==> config.mk <==
export PLATFORM = sky130hd
export DESIGN_NAME = ln_pass_sequencer
export DESIGN_NICKNAME = d
export VERILOG_FILES = /design/src/rtl/ln_pass_sequencer.sv
export SDC_FILE = /design/constraint.sdc
export NUM_CORES = 1
export LEC_CHECK = 0
export CORE_ASPECT_RATIO = 0.6
export CORE_MARGIN = 4
export CORE_UTILIZATION = 35
export CTS_BUF_LIST = sky130_fd_sc_hd__clkbuf_8
export DETAILED_ROUTE_END_ITERATION = 6
export SLEW_MARGIN = 20
export SYNTH_ARGS = -nofsm -noshare
export SYNTH_HDL_FRONTEND = slang
export SYNTH_SLANG_ARGS = --single-unit
export TNS_END_PERCENT = 50
==> constraint.sdc <==
create_clock -name clk -period 5 [get_ports clk]
set_input_delay 1 -clock clk [delete_from_list [all_inputs] [get_ports clk]]
set_output_delay 1 -clock clk [all_outputs]
set_load 0.005 [all_outputs]
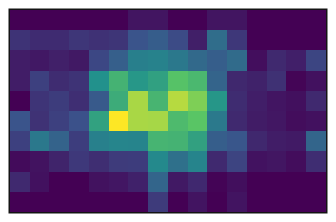
Figure 1: run 1, signal metal coverage by tile.
The die is cut into 16 by 10 equal tiles; dark purple is low, yellow is high, scaled to the fullest tile. Values are wire area over tile area, all layers added.
- densest ninth of the die: center
- mean over tiles: 0.089
- fullest tile: 0.44
- tiles over half the peak: 13%
Vias: 870
final WL: 2360 um
total track usage: 12.6%

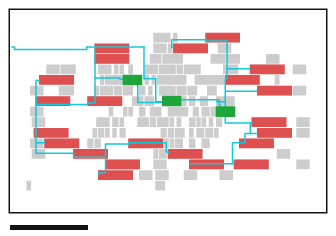
Figure 2: run 1, clock distribution.
The bar under the picture is 20 um long.
- flip-flops: red (count 22)
- clock wires: cyan (length 296 um)
- clock drivers: green (count 3)
- routed clock nets: 4
clock share of power: 14.6%
Power Clock: 127 uW

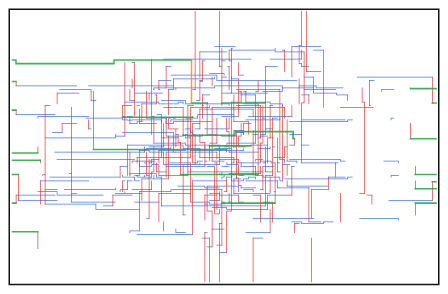
Figure 3: run 1, wiring by layer.
- metal 1: blue (wire length 1180 um)
- metal 4: orange (wire length 8.20 um)
- metal 3: green (wire length 182 um)
- metal 2: red (wire length 989 um)
Routed WL per cell: 13.6 um

==> flow_metrics.env, run 1 <==
# implementation run metrics
export IMPL_crit_type="flip-flop to primary output"
export IMPL_status="completed"
export IMPL_grt_pass1_wl_um=4000
export IMPL_ys_types=38
export IMPL_seq_share_pct=38.5
export IMPL_fin_ws_ps=2080
export IMPL_layout_nets=142
export IMPL_sh_comb_area_pct=36.3
export IMPL_routed_via_density=5.03
export IMPL_path_max_fanout=21
export IMPL_reg2reg_depth=4
export IMPL_dpl_hpwl_um=1770
export IMPL_n_all_buffers=22
export IMPL_p_total_uw=869
export IMPL_ctsHoldBuffers=0
export IMPL_cts_num_sinks=22
export IMPL_syn2layout_area_growth_pct=26.7
export IMPL_drc=0
export IMPL_yosysCellCount=110
export IMPL_fin_area_um2=1430
export IMPL_seq_area_um2=551
export IMPL_ys_seq_share_pct=48.7
export IMPL_grt_remaining_overflow=0
export IMPL_post_cts_buffers=0
export IMPL_cts_tree="done"
export IMPL_drt_pass1_iterations=4
export IMPL_clockBufferCount=4
export IMPL_top_area_cell="dfrtp_1"
export IMPL_end_kind="primary output"
export IMPL_logic_gate_count=74
export IMPL_maxCapViolCount=0
export IMPL_cts_resized=0
export IMPL_yosysWarnings=0
export IMPL_numCtsBuffers=3
export IMPL_crit_family="flip-flops"
export IMPL_drt_iter0_drc=56
export IMPL_cp_depth=3
export IMPL_most_common_layout_cells="22 x dfrtp_1, 22 x clkdlybuf4s50_1, 11 x nand2_1"
export IMPL_pwr_density_cell_nw_per_um2=607
export IMPL_cts_buffer_depth=2
export IMPL_core_area_um2=2980
export IMPL_dpl_cell_area_um2=1380
export IMPL_gp_congestion=0.841
export IMPL_setup_viol=0
export IMPL_clock_fmax_mhz=342
export IMPL_diodes=0
export IMPL_cts_reportedPaths_clkPinSlew_ps=80
export IMPL_worstPathCellList="or3b_1 > inv_1 > clkdlybuf4s50_1"
export IMPL_grt_setup_unrepaired="false"
export IMPL_warnings=28
export IMPL_netlist_instances=110
export IMPL_peakVddDrop_mv=0.225
export IMPL_place_ws_ps=2350
export IMPL_nonClkBufAreaFrac_pct=15.4
export IMPL_cpMaxStageDelayCell="dfrtp_1"
export IMPL_rows=15
export IMPL_worst_path_buf_inv=2
export IMPL_n_all_inverters=9
export IMPL_grt_max_degree=23
export IMPL_avgSynthCellArea_um2=10.3
export IMPL_topCellsByArea="dfrtp_1 49%, ha_1 4.4%, nand2_1 3.7%"
export IMPL_die_area_um2=4230
export IMPL_finalCritPeriodShare_pct=58.4
export IMPL_period_needed_ps=2920
export IMPL_hold_viol=0
export IMPL_num_fill_cells=280
export IMPL_ys_area_um2=1130
export IMPL_worst_endpoint_required_ps=4000
export IMPL_antenna_found_initial=0
export IMPL_ff_count=22
export IMPL_yosys_register_bits=22
export IMPL_relSlewSlack_pct=46.0
export IMPL_clockNetworkAreaShare_pct=3.85
export IMPL_syn_nets=120
export IMPL_synth_area_um2=1130
export IMPL_layout_drive_gt1_share_pct=9.92
export IMPL_hold_slack_ps=499
export IMPL_grt_pass1_vias=822
export IMPL_crit_path_max_incr_delay_ps=610
export IMPL_tightest_slew_ps=809
export IMPL_r2r_slack_ps=3130
export IMPL_synth_top_cell_area_share_pct=48.7
export IMPL_die_h_um=52.0
export IMPL_finalSetupTns_ps=0
export IMPL_finalClockSkew_ps=4.72
export IMPL_final_core_util_pct=48.0
export IMPL_hold_class="flip-flop to flip-flop"
export IMPL_stdcell_count=173
export IMPL_dp_cells=169
export IMPL_drv_slew=0
export IMPL_antenna_left=0
export IMPL_clock_latency_ps=260
export IMPL_htreeDepth=1
export IMPL_hold_depth=1
export IMPL_numPortBuffers=22
export IMPL_biggestCellCategory="flip-flops and latches"
export IMPL_fp_util_pct=37.9
export IMPL_ioPinCount=24
export IMPL_dieWidth_um=81.4
export IMPL_combGateArea_um2=519
export IMPL_cp_start_kind="flip-flop"
export IMPL_arrival_ps=1920
export IMPL_clockRootBuffer="clkbuf_8"
export IMPL_taps=42
export IMPL_leakage_uw=0.000641
==> run 1: where the power goes <==
group / total [uW] / leakage (uW) / switching (uW) / internal, uW
logic: 416 / 0.000326 / 194 / 222
clock network: 127 / 0.0000288 / 56.9 / 70.2
registers: 326 / 0.000286 / 82.6 / 243
==> run 1: worst reg2reg max path: cells and delay by family, from the launching register on <==
| kind | cells | cell delay [ps] |
|---|---|---|
| DFF | 1 | 740 |
| AOI/OAI and AO/OA | 2 | 410 |
| muxes | 1 | 330 |
| and+or+nand+nor | 1 | 280 |
==> run 1: cells by family (layout without fill, tap and decap cells) <==
kind of cell	after synthesis	count (layout)	share of synthesized area [%]
other cells	1	1	0.332
flops	22	22	48.7
buf+inv	14	35	5.31
simple gates	36	36	16.7
compound gates	26	26	17.4
mux	7	7	7.09
fa+ha+maj	4	4	4.43
==> run 1: synth_stat cells <==
cell and n:
a211oi_1 2, a21boi_0 1, a21o_1 1, a21oi_1 6, a22oi_2 1, a2bb2oi_1 2
a31oi_4 1, and2b_1 1, and3_1 3, buf_2 3, buf_4 1, clkbuf_1 1
conb_1 1, dfrtp_1 22, ha_1 4, inv_1 8, inv_2 1, mux2_1 2
mux2_2 2, mux2_4 1, mux2i_1 2, nand2_1 11, nand2b_1 2, nand3_1 3
nor2_1 10, nor2b_1 2, nor3_1 1, nor4_4 1, o211ai_1 1, o21ai_0 5
o21ai_1 1, o21bai_1 1, o221ai_2 1, o22ai_1 1, o2bb2ai_1 1, o32a_1 1
or2_4 1, or3b_1 1
==> run 1: layer usage <==
layer / vias up / wire (um) / share of wire [%] / global-route usage, %
li1: 421 / - / - / -
met1: 416 / 1180 / 50 / 18.7
met2: 31 / 988 / 42 / 17.3
met3: 2 / 182 / 7.7 / 4.15
met4: 0 / 8 / 0.34 / 3.09
met5: - / 0 / 0 / 0
Figure 4. Placement view (run 1).
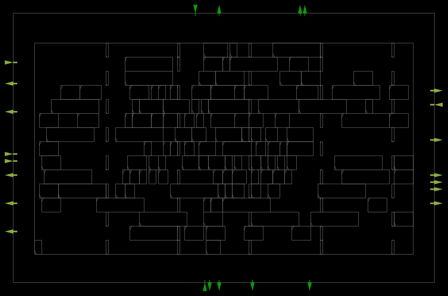

==> run 1 -> run 2 <==
Clock period 5 ns to 2.8 ns, I/O delays scaled along.
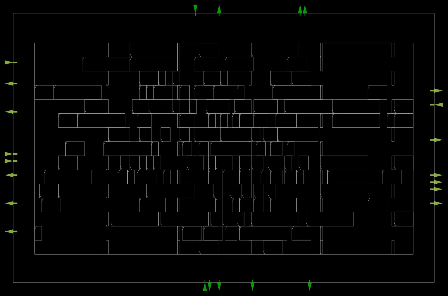
Figure 5: run 2, placement view.
final core utilization: 47.8%
Seq cells: 22
Seq/total area: 38.6%

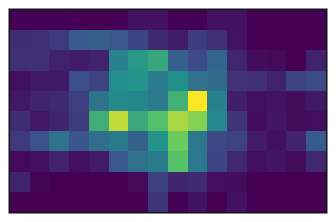
Figure 6: run 2, signal metal coverage by tile.
The die is cut into 16 by 10 equal tiles; dark purple is low, yellow is high, scaled to the fullest tile. Values are wire area over tile area, all layers added.
- densest ninth of the die: center
- mean over tiles: 0.090
- nearly empty tiles: 24%
- fullest tile: 0.50
- tiles over half the peak: 8.7%
final WL: 2360 um
Vias: 850
total track usage: 13.2%

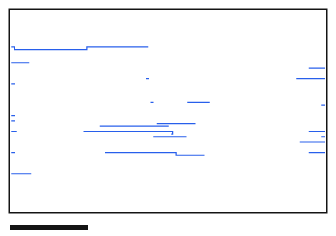
Figure 7: run 2, met3 routing.
The bar under the picture is 20 um long.
- main direction: horizontal
- share of all routed wire: 7.1%
- nets with wire on the layer: 21
- longest straight run: 22.8 um
met3 Usage GRT: 5.54%

==> run 2 against run 1 <==
Final area down 0.44%; global-route usage up 0.59 points; die area unchanged; core utilization down 0.21 points; non-clock buffer count up 1; hold slack better by 16 ps; synthesized area unchanged; worst setup slack worse by 1800 ps; register-to-register slack worse by 2100 ps; clock skew about the same; combinational power up 91%; cell count unchanged; largest power group unchanged; highest routed layer unchanged.
==> flow_metrics.env, run 2 <==
# implementation run metrics
export IMPL_status="completed"
export IMPL_ys_seq_share_pct=48.7
export IMPL_dpl_hpwl_um=1780
export IMPL_dieWidth_um=81.4
export IMPL_grt_pass1_wl_um=4130
export IMPL_yosysCellCount=110
export IMPL_syn2layout_area_growth_pct=26.1
export IMPL_cts_reportedPaths_clkPinSlew_ps=70
export IMPL_ioPinCount=24
export IMPL_peakVddDrop_mv=0.400
export IMPL_antenna_found_initial=0
export IMPL_top_area_cell="dfrtp_1"
export IMPL_synth_area_um2=1130
export IMPL_die_area_um2=4230
export IMPL_worstPathCellList="or3b_1 > inv_1 > clkdlybuf4s50_1"
export IMPL_enable_flop_cells=0
export IMPL_grt_remaining_overflow=0
export IMPL_grt_pass1_vias=863
export IMPL_common_cells="22 x dfrtp_1, 11 x nand2_1, 10 x nor2_1, 8 x inv_1, 6 x a21oi_1"
export IMPL_combGateArea_um2=519
export IMPL_numPortBuffers=22
export IMPL_fin_area_um2=1430
export IMPL_most_common_layout_cells="22 x dfrtp_1, 22 x clkdlybuf4s50_1, 11 x nand2_1"
export IMPL_end_kind="primary output"
export IMPL_drt_pass1_iterations=5
export IMPL_synthFlopType="dfrtp_1"
export IMPL_ys_area_um2=1130
export IMPL_reg2reg_depth=4
export IMPL_arrival_ps=1940
export IMPL_core_area_um2=2980
export IMPL_cts_resized=0
export IMPL_htreeDepth=1
export IMPL_postSynth_asyncResetShare_pct=100
export IMPL_dp_cells=170
export IMPL_num_fill_cells=283
export IMPL_crit_type="flip-flop to primary output"
export IMPL_post_cts_buffers=0
export IMPL_die_h_um=52.0
export IMPL_hold_class="flip-flop to flip-flop"
export IMPL_clock_fmax_mhz=400
export IMPL_drc=0
export IMPL_ctsHoldBuffers=0
export IMPL_routed_via_density=4.91
export IMPL_hold_viol=0
export IMPL_period_needed_ps=2500
export IMPL_clockRootBuffer="clkbuf_8"
export IMPL_finalClockSkew_ps=4.65
export IMPL_hold_depth=1
export IMPL_pwr_density_cell_nw_per_um2=1080
export IMPL_finalCritPeriodShare_pct=89.3
export IMPL_avgSynthCellArea_um2=10.3
export IMPL_grt_max_degree=23
export IMPL_cpMaxStageDelayCell="dfrtp_1"
export IMPL_drv_slew=0
export IMPL_maxCapViolCount=0
export IMPL_cp_start_kind="flip-flop"
export IMPL_seq_area_um2=551
export IMPL_setup_viol=0
export IMPL_warnings=28
export IMPL_drt_iter0_drc=85
export IMPL_relSlewSlack_pct=46.5
export IMPL_synth_most_common_cell="dfrtp_1"
export IMPL_layout_drive_gt1_share_pct=9.92
export IMPL_netlist_instances=110
export IMPL_topCellsByArea="dfrtp_1 49%, ha_1 4.4%, nand2_1 3.7%"
export IMPL_cts_tree="done"
export IMPL_gp_congestion=0.868
export IMPL_tightest_slew_ps=801
export IMPL_yosysWarnings=0
export IMPL_cts_num_sinks=22
export IMPL_crit_path_max_incr_delay_ps=660
export IMPL_layout_nets=143
export IMPL_diodes=0
export IMPL_p_total_uw=1530
export IMPL_wl_per_cell_um=13.7
export IMPL_path_max_fanout=15
export IMPL_stdcell_count=173
export IMPL_finalSetupTns_ps=0
export IMPL_r2r_slack_ps=1000
export IMPL_grt_setup_unrepaired="false"
export IMPL_syn_nets=120
export IMPL_antenna_left=0
export IMPL_dpl_cell_area_um2=1380
export IMPL_synth_top_cell_area_share_pct=48.7
export IMPL_clock_latency_ps=260
export IMPL_ys_types=38
export IMPL_fp_util_pct=37.9
export IMPL_yosys_register_bits=22
export IMPL_rows=15
export IMPL_leakage_uw=0.000638
export IMPL_numCtsBuffers=3
export IMPL_worst_endpoint_required_ps=2240
export IMPL_cts_buffer_depth=2
[run 2: routing by layer]
metal	up-vias	global-route usage [%]	share of wire [%]
met1	394	19.0	52
met3	4	5.54	7.0
met4	0	3.93	0.89
li1	423	-	-
met5	-	0	0
met2	29	17.6	40
[run 2: worst max-delay path: cells and delay by family, from the launching register on]
kind / cells / cell delay (ps)
buffers and inverters: 2 / 600
flip-flops: 1 / 660
AND/OR/NAND/NOR: 1 / 430
[run 2: area by class of cell]
type / instances / share of cell area, %
clock buffers: 3 / 2.90
inverters: 9 / 2.37
multi-input cells: 74 / 36.4
flip-flops and latches: 22 / 38.6
well taps: 42 / 3.69
repair buffers: 23 / 16.0
[run 2: where the power goes]
part	switching, uW	total [uW]	internal, uW
Clock	91.8	188	95.8
Sequential	116	551	435
Combinational	388	795	407
Total	596	1530	938
[run 2: cells by family (layout without fill, tap and decap cells)]
group | Yosys count | after routing | synth area share [%]
adder cells (fa/ha/maj) | 4 | 4 | 4.43
AND/OR/NAND/NOR | 36 | 36 | 16.7
AND-OR/OR-AND | 26 | 26 | 17.4
other | 1 | 1 | 0.332
multiplexers | 7 | 7 | 7.09
flip-flops | 22 | 22 | 48.7
buffers and inverters | 14 | 35 | 5.31
[run 2: metrics by stage]
stage / hold slack (ps) / util [%] / worst slack, ps
6_report: 516 / 47.8 / 299
5_1_grt: 535 / 47.8 / 199
4_1_cts: 516 / 47.8 / 319
3_5_place_dp: 487 / 46.4 / 602
3_3_place_gp: 483 / 46.4 / 614
2_1_floorplan: 489 / - / 1220
No activity file was given, so power comes from the tool's default toggle rates.
